File: src/rtl/imem_port_arbiter.sv
// Shares one 2-cycle pipelined memory port between fetch and data; IMEM_ARB_PERF_EN adds a fetch-stall counter.
// Latency: grant is combinational, read data returns two enabled cycles after issue.
// Backpressure: the losing requester simply sees no grant; clk_en low freezes all state.
module imem_port_arbiter #(
    parameter int MAX_DSTREAK = 3,
    parameter int PERF_W      = 32
) (
    input  logic              clk,
    input  logic              rst_n,
    input  logic              clk_en,
    input  logic              f_req,
    input  logic [31:0]       f_addr,
    input  logic              f_kill,
    output logic              f_gnt,
    output logic              f_rvalid,
    output logic [31:0]       f_rdata,
    input  logic              d_req,
    input  logic              d_we,
    input  logic [3:0]        d_be,
    input  logic [31:0]       d_addr,
    input  logic [31:0]       d_wdata,
    output logic              d_gnt,
    output logic              d_rvalid,
    output logic [31:0]       d_rdata,
    output logic              mem_en,
    output logic [3:0]        mem_we,
    output logic [29:0]       mem_addr,
    output logic [31:0]       mem_wdata,
    input  logic [31:0]       mem_rdata
`ifdef IMEM_ARB_PERF_EN
    ,
    output logic [PERF_W-1:0] perf_fstall_cnt
`endif
);

    typedef struct packed {
        logic vld;
        logic own_f;
        logic killed;
    } tag_t;

    localparam logic [3:0] MAXS = 4'(MAX_DSTREAK);

    tag_t       s1, s2;
    logic [3:0] streak;
    logic       act;
    logic       f_elig;
    logic       at_max;
    logic       rd_issue;
    logic       unused_addr_lsb;

    assign unused_addr_lsb = ^{f_addr[1:0], d_addr[1:0]};

    // Reset gates the combinational outputs too, so nothing escapes while rst_n is low.
    assign act    = clk_en & rst_n;
    assign f_elig = f_req & ~f_kill;
    assign at_max = (streak == MAXS);

    assign d_gnt = act & d_req & ~(f_elig & at_max);
    assign f_gnt = act & f_elig & (~d_req | at_max);

    assign mem_en    = f_gnt | d_gnt;
    assign mem_addr  = d_gnt ? d_addr[31:2] : (f_gnt ? f_addr[31:2] : 30'h0);
    assign mem_we    = (d_gnt & d_we) ? d_be : 4'h0;
    assign mem_wdata = d_gnt ? d_wdata : 32'h0;
    assign rd_issue  = f_gnt | (d_gnt & ~d_we);

    always_ff @(posedge clk or negedge rst_n) begin
        if (!rst_n) begin
            s1 <= '0;
            s2 <= '0;
        end else if (clk_en) begin
            s1.vld    <= rd_issue;
            s1.own_f  <= f_gnt;
            s1.killed <= 1'b0;
            s2.vld    <= s1.vld;
            s2.own_f  <= s1.own_f;
            // A kill this cycle catches the fetch that is one stage behind.
            s2.killed <= s1.killed | (f_kill & s1.own_f);
        end
    end

    // The stage2 fetch is dropped in the kill cycle itself.
    assign f_rvalid = act & s2.vld & s2.own_f & ~s2.killed & ~f_kill;
    assign d_rvalid = act & s2.vld & ~s2.own_f;
    assign f_rdata  = mem_rdata;
    assign d_rdata  = mem_rdata;

    always_ff @(posedge clk or negedge rst_n) begin
        if (!rst_n) begin
            streak <= 4'h0;
        end else if (clk_en) begin
            if (f_gnt || !f_elig)
                streak <= 4'h0;
            else if (d_gnt && !at_max)
                streak <= streak + 4'h1;
        end
    end

`ifdef IMEM_ARB_PERF_EN
    always_ff @(posedge clk or negedge rst_n) begin
        if (!rst_n)
            perf_fstall_cnt <= '0;
        else if (clk_en && f_elig && !f_gnt)
            perf_fstall_cnt <= perf_fstall_cnt + 1'b1;
    end
`endif

endmodule

File: config.mk
export PLATFORM = sky130hd
export DESIGN_NAME = imem_port_arbiter
export DESIGN_NICKNAME = d
export VERILOG_FILES = /design/src/rtl/imem_port_arbiter.sv
export SDC_FILE = /design/constraint.sdc
export NUM_CORES = 1
export LEC_CHECK = 0
export CAP_MARGIN = 20
export CORE_AREA = 2 2 106 108
export DETAILED_ROUTE_END_ITERATION = 8
export DIE_AREA = 0 0 108 110
export PLACE_DENSITY = 0.7
export RECOVER_POWER = 50
export SETUP_SLACK_MARGIN = 0.4
export SYNTH_ARGS = -nofsm -noshare
export SYNTH_HDL_FRONTEND = slang
export SYNTH_SLANG_ARGS = --single-unit
export TNS_END_PERCENT = 1
File: constraint.sdc
create_clock -name clk -period 2.6 [get_ports clk]
set_clock_uncertainty 0.1 [all_clocks]
set_input_delay 0.52 -clock clk [delete_from_list [all_inputs] [get_ports clk]]
set_output_delay 0.52 -clock clk [all_outputs]
set_load 0.02 [all_outputs]
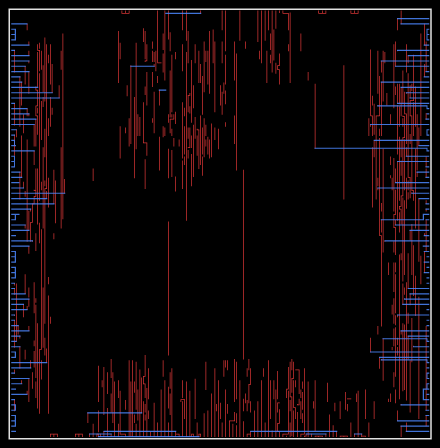
(images/metal_stack.png)
Only two layers are drawn.
Key: met2 = red [wire length 3810 microns]; met3 = blue [wire length 766 microns]
DR WL/cell: 14.4 microns
Vias: 2061
total wire length: 7080 microns
GR Util All Layers: 0.107

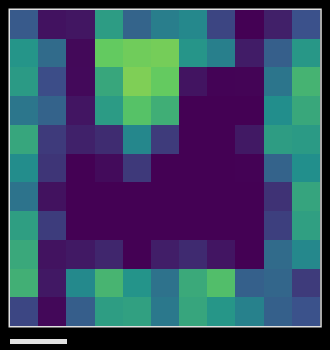
(images/density.png)
The bar under the picture is 20 microns long. The die is cut into 11 by 11 equal tiles; dark purple is low, yellow is high, 0 to 100% covered.
The emptiest ninth of the die: centre. The densest ninth of the die: north. The fullest tile reaches 80%.
core area: 10700 sq um
Core Util at FP: 0.151
final core occ: 0.325

==> deck_impl_summary.md <==
Synthesis and Place & Route Summary

Final layout
  • Comb area share: 0.299
  • Sequential share of cell area: 0.0647
  • Logic area: 1040 sq um
  • Clock network share of area: 0.0129
  • Non-clk bufs: 202
  • Layout clock buffers: 4
  • Top Layout Cells: clkdlybuf4s50_1, buf_6, and3_1, buf_4, nor2_2
  • Fillers: 1097
  • Nets: 493
  • Non-clock buffering overhead: 0.569
  • Non-clk invs: 4
  • Max reg flops: 4
  • Register area: 225 sq um

Detailed routing
  • Uppermost routed layer: met4
  • Post-route ant nets: 0
  • Routed wl met2: 3810 microns
  • Metal3 WL: 765 microns
  • Final routed DRC violation total: 0
  • Drt via density: 4.19
  • Initial drt markers: 52

Power and ir drop
  • Pleak: 1.57 nW
  • Top Consumer: combinational logic
  • Sw Pwr: 0.230 mW
  • Power per Cell Area: 213 nW/um^2
  • Gate power share: 0.586
  • P_comb: 0.436 mW
  • Peak supply drop: 0.146 mV
  • Clock power share: 0.212
  • Seq pwr share: 0.201
  • P_clk: 0.158 mW

Run
  • Max-cap violations: 0
  • Tool warnings: 33

Clock network
  • Post-CTS Setup Bufs: 3
  • CTS Buffer Depth: 2
  • Number of H-tree levels: 1

Synthesis
  • Syn Area/Cell: 7.11 sq um
  • Syn Inst Count: 228
  • Post-synthesis simple-gate area fraction: 0.279
  • Post-synth top area cell: buf_4
  • Top cell area share: 0.297
  • Yosys adder share: 0.00772
  • Ranking of synthesized cells by area: buf_4, and3_1, a22oi_1
  • Floorplan Nets: 368
  • Mapped cell area: 1620 sq um
  • Post-synth top cells: buf_4, and3_1, nor2_1, a22oi_1, clkbuf_1
  • Tally of yosys warning messages: 0

Critical path
  • Critical path depth: 7
  • Buf/Inv on CP: 2
  • Crit path DRT: 1980 ps
  • CP endpoint: mem_we[1]
  • FF-to-FF End: s1[2]
  • Worst setup path class: register to output port

Timing
  • Post-layout period usage: 1.04
  • Final setup fails: 17
  • Slew margin rel.: 0.576
  • Max Fclk: 371 MHz
  • Slew Viols, Final: 0
  • PnR worst setup slack: -98.9 ps
  • Hold_ws: 335 ps

Status
  • Failing checks: negative setup slack
  • Outcome: finished with violations

Placed design
  • RD Place Congestion: 0.730
  • Placed Cells: 484
  • Placed Instance Area: 3300 sq um

Floorplan
  • Row Count: 38
  • IO Count: 274

Global routing
  • Met1 Use GR: 0.0991
  • Initial antenna violation count: 0
  • Grt met2 use: 0.222
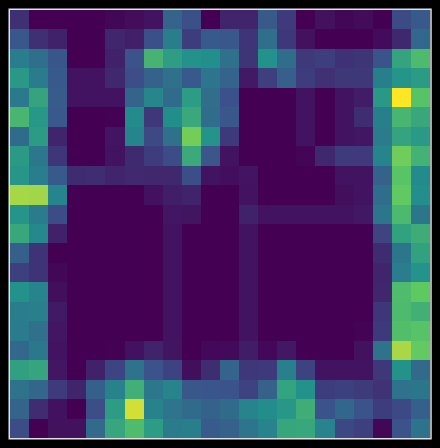
(images/wire_density.png)
The die is cut into 22 by 22 equal tiles; dark purple is low, yellow is high, scaled to the fullest tile. Values are wire area over tile area, all layers added.
32% of the tiles are nearly empty. The fullest tile reaches 0.50. The emptiest ninth of the die: centre.

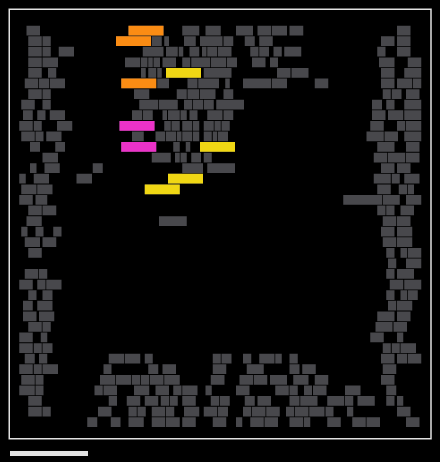
(images/registers.png)
The bar under the picture is 20 microns long. Other cells in grey.
Key: s1 = magenta [sequential cells 2]; streak = yellow [sequential cells 4]; s2 = orange [sequential cells 3]

Power and IR drop assume default switching activity.
